Design uart_rx_flat, sky130hd; sources not shown.
Run 1, wires at chosen ports, followed through buffers:
Scale bar: 20 µm.
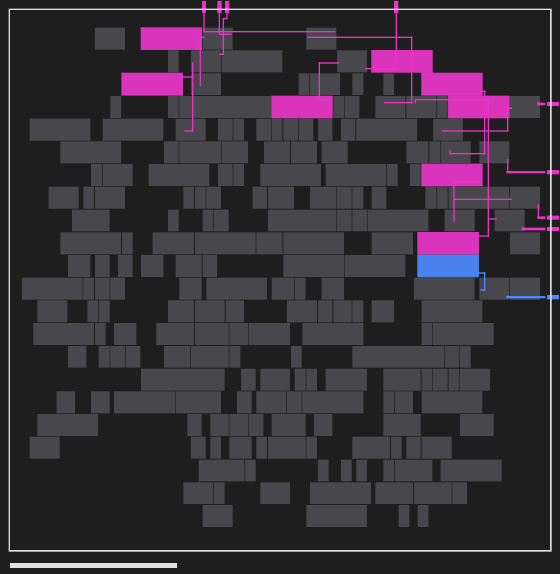
port	color	bits	direction	edge	end cells	wire
bus_stop_err	blue	1	output	right	1	8.00 µm
bus_P_DATA	magenta	8	output	4 top, 4 right	8	166 µm
IO Count: 19
port buffer count: 18

Run 1, the clock network:
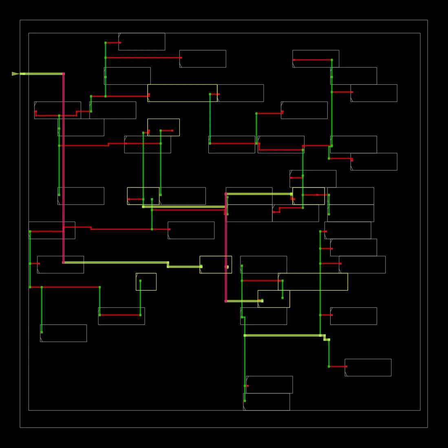
Worst Skew: 3.61 ps
CTS Sinks: 38

Run 1, layout detail:
Scale bar: 10 µm. Window x 17 to 47, y 17 to 47 µm. Cells in gray, sequential cells in the stronger gray; small squares are vias.
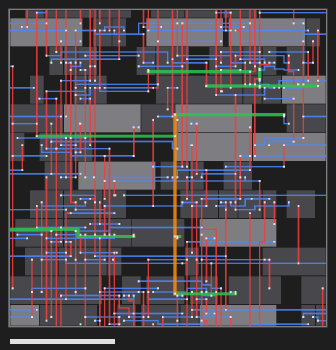
layer	color
met2	red
met3	green
met4	orange
met1	blue
most frequent	dfxtp_1 (11)
sequential cells in the window	11
cells with their middle in the window	68

==> tab_implementation.tex, run 1 <==
% Table of physical implementation metrics
\begin{tabular}{lr}
\hline
Metric & Value \\
\hline
\multicolumn{2}{l}{\textbf{Clock tree}} \\
\quad Number of H-tree levels & 2 \\
\quad Number of buffers created by CTS & 5 \\
\quad Clock transition at the registers of the reported paths & 80 ps \\
\quad CTS tree & yes \\
\multicolumn{2}{l}{\textbf{Detailed routing}} \\
\quad Aggregate routed wire length & 3410 µm \\
\quad Number of DRC markers after the initial detailed-route iteration & 46 \\
\quad Routed vias & 1358 \\
\quad Met1 layer wirelength in the final routing & 1630 µm \\
\multicolumn{2}{l}{\textbf{Flow run}} \\
\quad OpenROAD warnings & 30 \\
\multicolumn{2}{l}{\textbf{Power and ir drop}} \\
\quad Flop+latch power & 0.630 mW \\
\quad Worst voltage drop across the vdd grid & 0.000337 V \\
\quad Combinational Power Share & 15.9\% \\
\quad Power Total & 1.43 mW \\
\quad Power attributed to combinational cells & 0.227 mW \\
\multicolumn{2}{l}{\textbf{Status}} \\
\quad Status & finished, final reports clean \\
\multicolumn{2}{l}{\textbf{Final layout}} \\
\quad Antenna diode count & 0 \\
\quad Final standard cell count with taps included and fillers excluded & 259 \\
\quad Top class by area & multi-input combinational cells \\
\quad Seq cells & 38 \\
\quad Sequential share of cell area & 36.0\% \\
\quad Layout area overhead & 19.6\% \\
\multicolumn{2}{l}{\textbf{Placement}} \\
\quad Placed wire-length estimate & 2490 µm \\
\quad Post-place setup slack & 578 ps \\
\multicolumn{2}{l}{\textbf{Yosys}} \\
\quad Synth Seq Share & 43.1\% \\
\quad Simple-gate share of the synthesized area & 21.3\% \\
\quad Yosys warning total & 0 \\
\quad Chip area line of the yosys report & 1770 µm² \\
\quad Post-synthesis net count & 203 \\
\multicolumn{2}{l}{\textbf{STA}} \\
\quad Post-route setup TNS & 0 ps \\
\quad Final setup violating endpoints & 0 \\
\quad Transition at the pin with the smallest max-transition slack & 669 ps \\
\quad Highest attainable clock frequency & 470 MHz \\
\quad Final setup slack of the worst path & 575 ps \\
\quad Hold WS & 411 ps \\
\quad Final Hold Vio Count & 0 \\
\multicolumn{2}{l}{\textbf{Die}} \\
\quad Chip area & 4180 µm² \\
\quad Standard-cell rows & 22 \\
\multicolumn{2}{l}{\textbf{Global routing}} \\
\quad Met2 global-route usage & 27.6\% \\
\quad Met3 usage & 4.75\% \\
\multicolumn{2}{l}{\textbf{Worst setup path}} \\
\quad Crit path max fanout & 17 \\
\quad Number of cells on the worst reg-to-reg path & 6 \\
\hline
\end{tabular}
## run 1: synth_stat cells, drive strengths merged
library cell	n	area, µm²
a2111o	1	11.3
a2111oi	2	42.5
a211oi	1	12.5
a21o	1	7.51
a21oi	14	70.1
a22oi	1	7.51
a311o	1	10.0
and2	2	12.5
and3	3	18.8
and4bb	1	12.5
buf	5	38.8
clkbuf	4	15.0
dfxtp	38	761
ha	7	87.6
inv	8	30.0
maj3	1	11.3
mux2	1	11.3
mux2i	15	150
nand2	15	56.3
nand2b	4	25.0
nand3	14	70.1
nand3b	2	15.0
nor2	29	109
nor3	3	15.0
nor3b	3	27.5
o21ai	3	15.0
o2bb2ai	1	15.0
or3	1	6.26
or3b	1	8.76
xnor2	6	52.6
xnor3	1	22.5
xor2	2	17.5
==> run 2, diff against run 1 <==
--- a/config.mk
+++ b/config.mk
@@ -10,7 +10,7 @@
 export DETAILED_ROUTE_END_ITERATION = 6
 export GPL_TIMING_DRIVEN = 1
 export HOLD_SLACK_MARGIN = 0.02
-export PLACE_DENSITY = 0.66
+export PLACE_DENSITY = 0.68
 export SETUP_SLACK_MARGIN = 0.1
 export SLEW_MARGIN = 20
 export SYNTH_ARGS = -nofsm -noshare
==> constraint.sdc (replaced) <==
create_clock -name clk -period 1.7 [get_ports clk]
set_input_delay 0.34 -clock clk [delete_from_list [all_inputs] [get_ports clk]]
set_output_delay 0.34 -clock clk [all_outputs]
set_load 0.005 [all_outputs]
Run 2, wires at chosen ports, followed through buffers:
Scale bar: 20 µm.
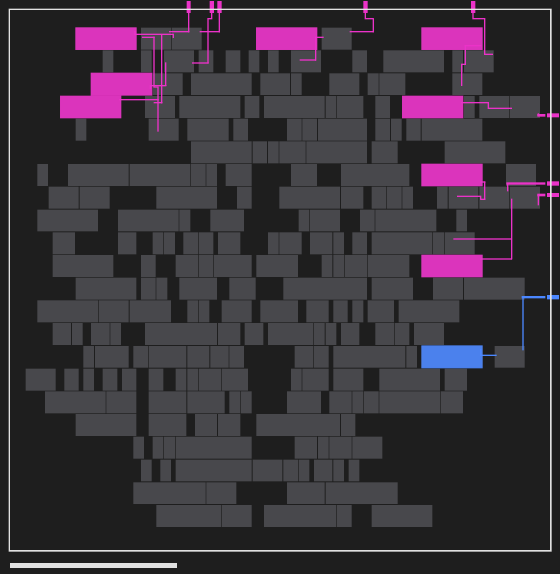
port	color	bits	direction	edge	end cells	wire
bus_P_DATA	magenta	8	output	5 top, 3 right	8	118 µm
bus_stop_err	blue	1	output	right	1	11.3 µm

Run 2, the clock network:
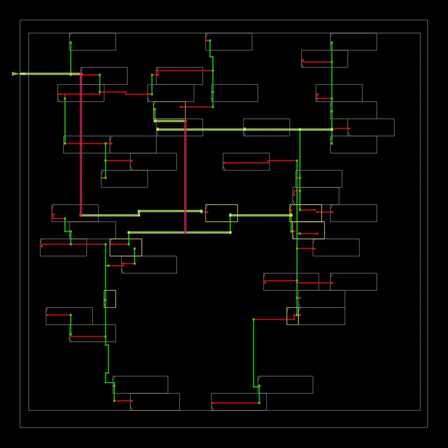
clock network power: 0.568 mW
clk_lat worst skew: 280 ps

==> run 2 against run 1 <==
  * Clock power decreased by 2%
  * Critical path depth increased by 6
  * Final area increased by 6.6%
  * First-iteration DRC count increased by 15%
  * Core utilization increased by 3.8 points
  * Final cell count increased by 4.2%
  * Hold slack improved by 13 ps
  * Combinational power increased by 110%
==> tab_implementation.tex, run 2 <==
% Table of physical implementation metrics
\begin{tabular}{lr}
\hline
Metric & Value \\
\hline
\multicolumn{2}{l}{\textbf{Die}} \\
\quad Standard-cell rows & 22 (unchanged) \\
\multicolumn{2}{l}{\textbf{Worst setup path}} \\
\quad Number of cells on the worst reg-to-reg path & 7 (was 6) \\
\quad Crit path max fanout & 8 (was 17) \\
\multicolumn{2}{l}{\textbf{Clock tree}} \\
\quad CTS Sinks & 38 (unchanged) \\
\quad Number of buffers created by CTS & 5 (unchanged) \\
\multicolumn{2}{l}{\textbf{Yosys}} \\
\quad Synth top cells by count & sky130\_fd\_sc\_hd\_\_dfxtp\_1, sky130\_fd\_sc\_hd\_\_nor2\_1, sky130\_fd\_sc\_hd\_\_mux2i\_1, sky130\_fd\_sc\_hd\_\_nand2\_1 (unchanged) \\
\quad Yosys warning total & 0 (unchanged) \\
\quad Post-synthesis net count & 203 (unchanged) \\
\quad Post-synthesis cell type with the largest instance count & sky130\_fd\_sc\_hd\_\_dfxtp\_1 (unchanged) \\
\quad Count of flip-flops with a built-in enable after synthesis & 0 (unchanged) \\
\quad Chip area line of the yosys report & 1770 µm² (unchanged) \\
\multicolumn{2}{l}{\textbf{STA}} \\
\quad Worst Skew & 5.57 ps (was 3.61 ps) \\
\quad Highest attainable clock frequency & 617 MHz \\
\quad Final setup slack of the worst path & 78.8 ps (was 575 ps) \\
\multicolumn{2}{l}{\textbf{Final layout}} \\
\quad Sequential share of cell area & 34.7\% (was 36.0\%) \\
\quad Layout area overhead & 27.6\% (was 19.6\%) \\
\multicolumn{2}{l}{\textbf{Global routing}} \\
\quad Met2 global-route usage & 30.8\% (was 27.6\%) \\
\multicolumn{2}{l}{\textbf{Status}} \\
\quad Status & finished, final reports clean (unchanged) \\
\multicolumn{2}{l}{\textbf{Power and ir drop}} \\
\quad Combinational Power Share & 23.0\% (was 15.9\%) \\
\multicolumn{2}{l}{\textbf{Placement}} \\
\quad Placed wire-length estimate & 2530 µm (was 2490 µm) \\
\multicolumn{2}{l}{\textbf{Flow run}} \\
\quad OpenROAD warnings & 32 (was 30) \\
\hline
\end{tabular}
Run 2, signal wires on met1:
Supply wires on this layer in gray.
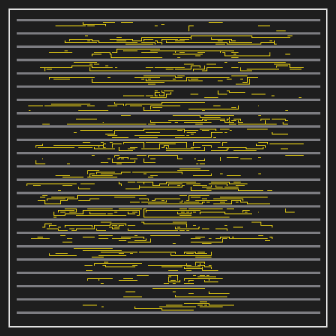
longest straight run	17.5 µm
share of all routed wire	45%
aggregate routed wire length: 3670 µm
met1 track utilization from global routing: 22.3%

==> run 2: power groups by stage <==
stage          Sequential, mW  Combinational (mW)  Clock (mW)
2_1_floorplan           0.976               0.323           0
3_3_place_gp             1.02               0.362           0
3_5_place_dp             1.02               0.375           0
4_1_cts                  1.01               0.389       0.584
5_1_grt                  1.00               0.513       0.623
6_report                0.998               0.468       0.568
==> run 2: kinds of logic (layout without fill, tap and decap cells) <==
family	Yosys count	after routing	synth area share, %
multiplexers	16	16	9.14
flip-flops	38	38	43.1
AND-OR/OR-AND	25	25	10.8
adder cells (fa/ha/maj)	8	8	5.60
buffers and inverters	17	48	4.75
XOR/XNOR	9	9	5.24
AND/OR/NAND/NOR	78	78	21.3
Power and IR drop assume default switching activity.
